`src/rtl/countdown_ctrl_if.sv`:
```
// Pin bundle between countdown_ctrl and the surrounding timer logic.
// Signal names follow the timer's original pin names.
interface countdown_ctrl_if;
    logic       START;
    logic       CLEAR;
    logic       ZERO;
    logic       EN;
    logic       LOAD;
    logic       RUNNING;
    logic       ALARM;
    logic [1:0] STATE;

    modport master (output START, CLEAR, ZERO,
                    input  EN, LOAD, RUNNING, ALARM, STATE);
    modport slave  (input  START, CLEAR, ZERO,
                    output EN, LOAD, RUNNING, ALARM, STATE);
endinterface

```
`src/rtl/countdown_ctrl.sv`:
```
// countdown_ctrl: control stage ahead of the BCD/mod-6 down-counter chain.
// Synchronises and edge-detects the START/CLEAR buttons, runs the
// IDLE/RUN/PAUSE/ALARM machine, prescales the clock into count-enable
// pulses and times the alarm.
// Optional feature macro: AUTO_RELOAD_EN (alarm timeout reloads the chain
// and restarts counting instead of returning to IDLE).
module countdown_ctrl #(
    parameter int unsigned DIV         = 50_000_000,
    parameter int unsigned ALARM_TICKS = 10
) (
    input  logic            CLOCK,
    input  logic            RESET,
    countdown_ctrl_if.slave bus
);
    localparam int unsigned   PW       = $clog2(DIV);
    localparam int unsigned   AW       = $clog2(ALARM_TICKS + 1);
    localparam logic [PW-1:0] PRE_LAST = PW'(DIV - 1);
    localparam logic [AW-1:0] ALM_LAST = AW'(ALARM_TICKS - 1);

    typedef enum logic [1:0] {
        S_IDLE  = 2'b00,
        S_RUN   = 2'b01,
        S_PAUSE = 2'b10,
        S_ALARM = 2'b11
    } state_t;

    state_t        state_q, state_d;
    logic [2:0]    start_sync_q, clear_sync_q;
    logic [PW-1:0] pre_q, pre_d;
    logic [AW-1:0] alm_q, alm_d;
    logic          en_q, en_d;
    logic          load_q, load_d;
    logic          running_q, alarm_q;
    logic          start_p, clear_p, zero_eff, tick;

    // Stages [1:0] are the 2-FF synchroniser, stage [2] holds the previous level.
    assign start_p = start_sync_q[1] & ~start_sync_q[2];
    assign clear_p = clear_sync_q[1] & ~clear_sync_q[2];

    assign tick = ((state_q == S_RUN) || (state_q == S_ALARM)) && (pre_q == PRE_LAST);

`ifdef AUTO_RELOAD_EN
    // The chain still reads 00:00 in the cycle after LOAD; ignore it until reloaded.
    assign zero_eff = bus.ZERO & ~load_q;
`else
    assign zero_eff = bus.ZERO;
`endif

    // Button synchronisers and edge-detect history.
    always_ff @(posedge CLOCK or negedge RESET) begin
        if (!RESET) begin
            start_sync_q <= '0;
            clear_sync_q <= '0;
        end else begin
            start_sync_q <= {start_sync_q[1:0], bus.START};
            clear_sync_q <= {clear_sync_q[1:0], bus.CLEAR};
        end
    end

    // Next state, prescaler/alarm counter updates and output pulses.
    always_comb begin
        state_d = state_q;
        pre_d   = pre_q;
        alm_d   = alm_q;
        en_d    = 1'b0;
        load_d  = 1'b0;

        if ((state_q == S_RUN) || (state_q == S_ALARM)) begin
            pre_d = tick ? '0 : pre_q + 1'b1;
        end

        case (state_q)
            S_IDLE: begin
                if (clear_p) begin
                    load_d = 1'b1;
                end else if (start_p && !zero_eff) begin
                    state_d = S_RUN;
                    pre_d   = '0;
                end
            end
            S_RUN: begin
                en_d = tick && !clear_p && !zero_eff;
                if (clear_p) begin
                    state_d = S_IDLE;
                    load_d  = 1'b1;
                end else if (zero_eff) begin
                    state_d = S_ALARM;
                    pre_d   = '0;
                end else if (start_p) begin
                    state_d = S_PAUSE;
                end
            end
            S_PAUSE: begin
                if (clear_p) begin
                    state_d = S_IDLE;
                    load_d  = 1'b1;
                end else if (start_p) begin
                    state_d = S_RUN;
                end
            end
            S_ALARM: begin
                if (tick) begin
                    alm_d = alm_q + 1'b1;
                end
                if (clear_p) begin
                    state_d = S_IDLE;
                    load_d  = 1'b1;
                end else if (start_p) begin
                    state_d = S_IDLE;
                end else if (tick && (alm_q == ALM_LAST)) begin
`ifdef AUTO_RELOAD_EN
                    state_d = S_RUN;
                    load_d  = 1'b1;
                    pre_d   = '0;
`else
                    state_d = S_IDLE;
`endif
                end
                if (state_d != S_ALARM) begin
                    alm_d = '0;
                end
            end
            default: state_d = S_IDLE;
        endcase
    end

    // State, counters and registered outputs.
    always_ff @(posedge CLOCK or negedge RESET) begin
        if (!RESET) begin
            state_q   <= S_IDLE;
            pre_q     <= '0;
            alm_q     <= '0;
            en_q      <= 1'b0;
            load_q    <= 1'b0;
            running_q <= 1'b0;
            alarm_q   <= 1'b0;
        end else begin
            state_q   <= state_d;
            pre_q     <= pre_d;
            alm_q     <= alm_d;
            en_q      <= en_d;
            load_q    <= load_d;
            running_q <= (state_d == S_RUN);
            alarm_q   <= (state_d == S_ALARM);
        end
    end

    assign bus.EN      = en_q;
    assign bus.LOAD    = load_q;
    assign bus.RUNNING = running_q;
    assign bus.ALARM   = alarm_q;
    assign bus.STATE   = state_q;
endmodule
```
`src/flat_wrapper.sv`:
```
// flat-port wrapper written by rule: the top's interface ports become plain ports
module countdown_ctrl_flat 
#(
    parameter int unsigned DIV         = 50_000_000,
    parameter int unsigned ALARM_TICKS = 10
)
  (CLOCK, RESET, bus_START, bus_CLEAR, bus_ZERO, bus_EN, bus_LOAD, bus_RUNNING, bus_ALARM, bus_STATE);
  countdown_ctrl_if bus_i ();
  input  logic CLOCK;
  input  logic RESET;
  input wire logic [$bits(bus_i.START)-1:0] bus_START;
  input wire logic [$bits(bus_i.CLEAR)-1:0] bus_CLEAR;
  input wire logic [$bits(bus_i.ZERO)-1:0] bus_ZERO;
  output wire logic [$bits(bus_i.EN)-1:0] bus_EN;
  output wire logic [$bits(bus_i.LOAD)-1:0] bus_LOAD;
  output wire logic [$bits(bus_i.RUNNING)-1:0] bus_RUNNING;
  output wire logic [$bits(bus_i.ALARM)-1:0] bus_ALARM;
  output wire logic [$bits(bus_i.STATE)-1:0] bus_STATE;
  assign bus_i.START = bus_START;
  assign bus_i.CLEAR = bus_CLEAR;
  assign bus_i.ZERO = bus_ZERO;
  assign bus_EN = bus_i.EN;
  assign bus_LOAD = bus_i.LOAD;
  assign bus_RUNNING = bus_i.RUNNING;
  assign bus_ALARM = bus_i.ALARM;
  assign bus_STATE = bus_i.STATE;
  countdown_ctrl #(.DIV(DIV), .ALARM_TICKS(ALARM_TICKS)) u_core (.CLOCK(CLOCK), .RESET(RESET), .bus(bus_i));
endmodule
```
`config.mk`:
```
export PLATFORM = sky130hd
export DESIGN_NAME = countdown_ctrl_flat
export DESIGN_NICKNAME = d
export VERILOG_FILES = /design/src/rtl/countdown_ctrl_if.sv /design/src/rtl/countdown_ctrl.sv /design/src/flat_wrapper.sv
export SDC_FILE = /design/constraint.sdc
export NUM_CORES = 1
export LEC_CHECK = 0
export CAP_MARGIN = 0
export CORE_ASPECT_RATIO = 1.4
export CORE_UTILIZATION = 30
export DETAILED_ROUTE_END_ITERATION = 8
export HOLD_SLACK_MARGIN = 0.03
export PLACE_DENSITY = 0.41
export SLEW_MARGIN = 20
export SYNTH_ARGS = -nofsm -noshare
export SYNTH_HDL_FRONTEND = slang
export SYNTH_SLANG_ARGS = --single-unit
export TNS_END_PERCENT = 1
```
`constraint.sdc`:
```
create_clock -name CLOCK -period 3.7 [get_ports CLOCK]
set_input_delay 0.925 -clock CLOCK [delete_from_list [all_inputs] [get_ports CLOCK]]
set_output_delay 0.925 -clock CLOCK [all_outputs]
set_load 0.03 [all_outputs]
```
density.png
The die is cut into 8 by 10 equal tiles; white is low, dark blue is high, 0 to 100% covered.
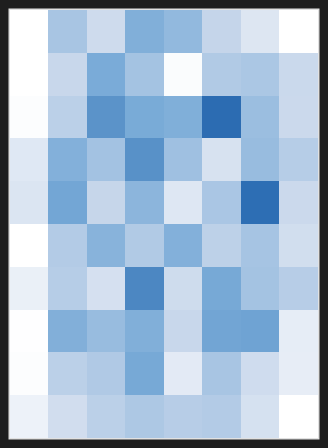
- tiles over 75% full: 1.3%
- mean over tiles: 30%
- fullest tile: 76%
- nearly empty tiles: 10%

port_nets.png
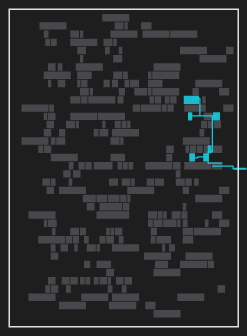
- cyan: bus_ZERO (bits 1; direction input; end cells 6; buffers 1; wire 54.1 µm)

cell_classes.png
Scale bar: 20 µm. Fill, decap, tap and diode cells in grey.
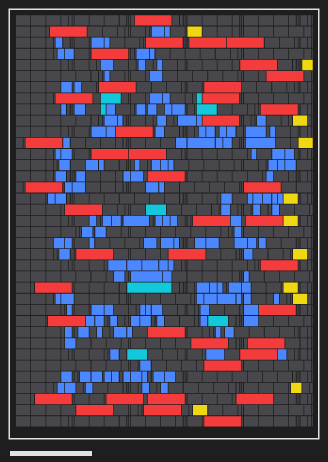
- cyan: clock drivers and dummy loads (cells 8; share of their area 4.4%)
- blue: all other logic (cells 170; share of their area 47%)
- yellow: other buffers and delay cells (cells 11; share of their area 4.4%)
- red: flip-flops (cells 42; share of their area 44%)

final_congestion.png
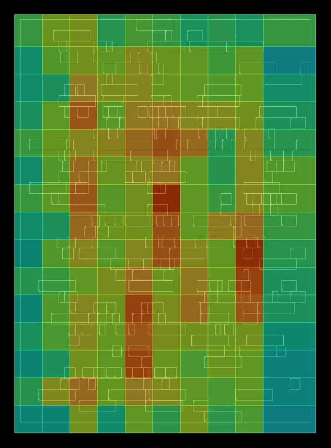
total track usage: 16.1%
grt met2 use: 27.4%
post-layout util: 34.4%
met3 global-route usage: 2.89%

met1.png
Supply wires on this layer in grey.
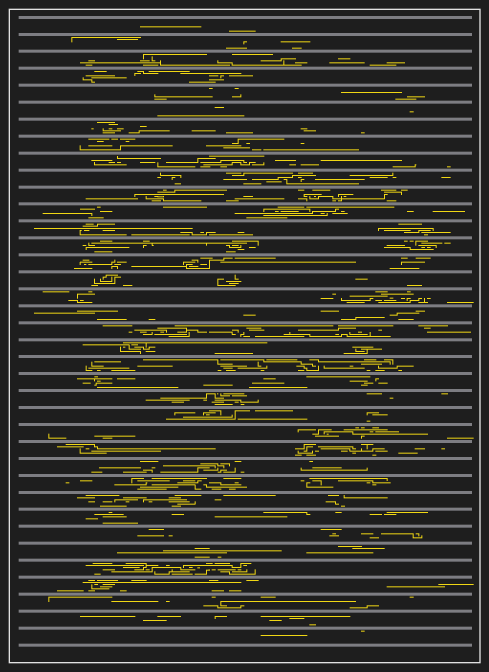
- longest straight run: 25.3 µm
- wire length on this layer: 2260 µm

==> results_dict.tcl <==
# flow metrics
set metrics [dict create \
    outcome "completed" \
    core_region_area_um2 7310 \
    peakVddDrop_mv 0.139 \
    netlist_area_um2 2250 \
    vias 1768 \
    drc 0 \
    synthArstFlopShare_pct 100 \
    ant_nets 0 \
    cts.sinks 42 \
    rsz0062_at_grt "no" \
    hold_path_class "reg -> reg" \
    htree_levels 2 \
    dp_hpwl_um 3790 \
    critPathBufInv 1 \
    io_pins 11 \
    yosysTopAreaCell "dfrtp_1" \
    antennaDiodeCount 0 \
    worst-slew-pin-transition_ps 630 \
    max_clock_freq_ghz 0.384 \
    fin_crit_ps 2600 \
    fin_worst_skew_ps 4.51 \
    power_mw 1.01 \
    ys.flops 42 \
    grt_pass1_vias 1759 \
    cts_tree "yes" \
    dp.cells 320 \
    regToRegSetupSlack_ps 1360 \
    syn_avg_cell_area_um2 10.2 \
    antenna_found_initial 0 \
    top_layer_used "met4" \
    edf_count 0 \
    met1_length_um 2260 \
    initCoreUtil_pct 30.8 \
    layout-drive-gt1-share_pct 8.23 \
    cts_buffers 5 \
    synth_cell_type_count 46 \
    crit_chain "clkdlybuf4s50_1 -> or4b_4 -> a211oi_4 -> o21bai_4 -> nor2_1" \
    crit_type "in -> reg" \
    globalRouteOverflowTotal 0 \
    p_per_area_nw_per_um2 403 \
    relSlewSlack_pct 57.4 \
    cp.required_ps 3870 \
    path_delay_family "simple AND/OR/NAND/NOR gates" \
    yosys_warnings 0 \
    grt_max_degree 43 \
    nNetsFinal 238 \
    warnings 27 \
    met3_wirelength_um 138 \
    hold_viol 0 \
    ctsLongestPathBuffers 2 \
]
-- worst paths after layout --
kind,startpoint,end,cells after the start
hold / removal,u_core.start_sync_q[0]$_DFF_PN0_,u_core.start_sync_q[1]$_DFF_PN0_,0
hold reg to reg,u_core.start_sync_q[0]$_DFF_PN0_,u_core.start_sync_q[1]$_DFF_PN0_,0
max in group asynchronous,RESET,u_core.pre_q[6]$_DFF_PN0_,1
setup reg to reg,u_core.pre_q[0]$_DFF_PN0_,u_core.pre_q[5]$_DFF_PN0_,5
min in group asynchronous,RESET,u_core.alm_q[0]$_DFFE_PN0P_,1
setup / recovery,bus_ZERO,u_core.pre_q[5]$_DFF_PN0_,5
-- per-layer routing --
layer / up-vias / global-route usage [%]
met5: - / 0
met4: 0 / 6.35
met1: 878 / 19.5
met3: 7 / 2.89
li1: 855 / -
met2: 28 / 27.4
-- layout by cell type, fill, tap and decap left out, drive strengths merged, types with 2 or more instances in the layout --
cell / instances
nand4: 10
clkbuf: 7
or3: 3
and3b: 2
nor3: 4
or2: 2
a31oi: 2
clkdlybuf4s50: 9
nand2b: 4
nor2: 15
nor4: 4
xnor2: 5
a41oi: 2
a21oi: 17
or4b: 2
ha: 3
nand2: 14
and3: 3
inv: 5
mux2i: 2
nand3: 12
buf: 2
or4: 12
dfrtp: 42
xor2: 6
o21ai: 8
and4: 6
o31ai: 12
nor2b: 3
o211ai: 3
-- cells by family after synthesis --
family | after synthesis | share of synthesized area (%)
and+or+nand+nor | 101 | 28.3
AOI/OAI and AO/OA | 48 | 14.2
DFF | 42 | 46.6
adders and majority gates | 3 | 1.67
muxes | 2 | 0.888
xor gates and xnor gates | 11 | 4.28
buffers and inverters | 13 | 4.05
-- stage by stage --
step / util, % / setup slack (ps) / area [µm²]
finish: 34.4 / 1100 / 2510
global route: 34.4 / 1030 / 2510
CTS: 34.3 / 1100 / 2510
detailed placement: 32.9 / 774 / 2400
global placement: 32.9 / 788 / 2400
floorplan: - / 1510 / 2250
-- registers in the layout, indices dropped and copies added, names as in the netlist --
| signal | flops |
|---|---|
| u_core.bus.EN | 1 |
| u_core.bus.RUNNING | 1 |
| u_core.alm_q | 4 |
| u_core.start_sync_q | 3 |
| u_core.pre_q | 26 |
| u_core.bus.ALARM | 1 |
| u_core.bus.STATE | 2 |
| u_core.bus.LOAD | 1 |
| u_core.clear_sync_q | 3 |
-- final cells by class --
class | count | area, µm²
Tap cell | 97 | 121
Fill cell | 778 | 4800
Clock inverter | 1 | 30.0
Clock buffer | 7 | 76.3
Inverter | 5 | 18.8
Multi-Input combinational cell | 165 | 1110
Sequential cell | 42 | 1050
Timing Repair Buffer | 11 | 105
-- report_power, final --
part / leakage (nW) / total (mW) / internal, mW / switching (mW)
logic: 0.348 / 0.125 / 0.0502 / 0.0749
registers: 0.567 / 0.520 / 0.486 / 0.0341
clock network: 0.0524 / 0.369 / 0.202 / 0.167
Power figures rest on the tool's default switching activity, not on a simulated workload.
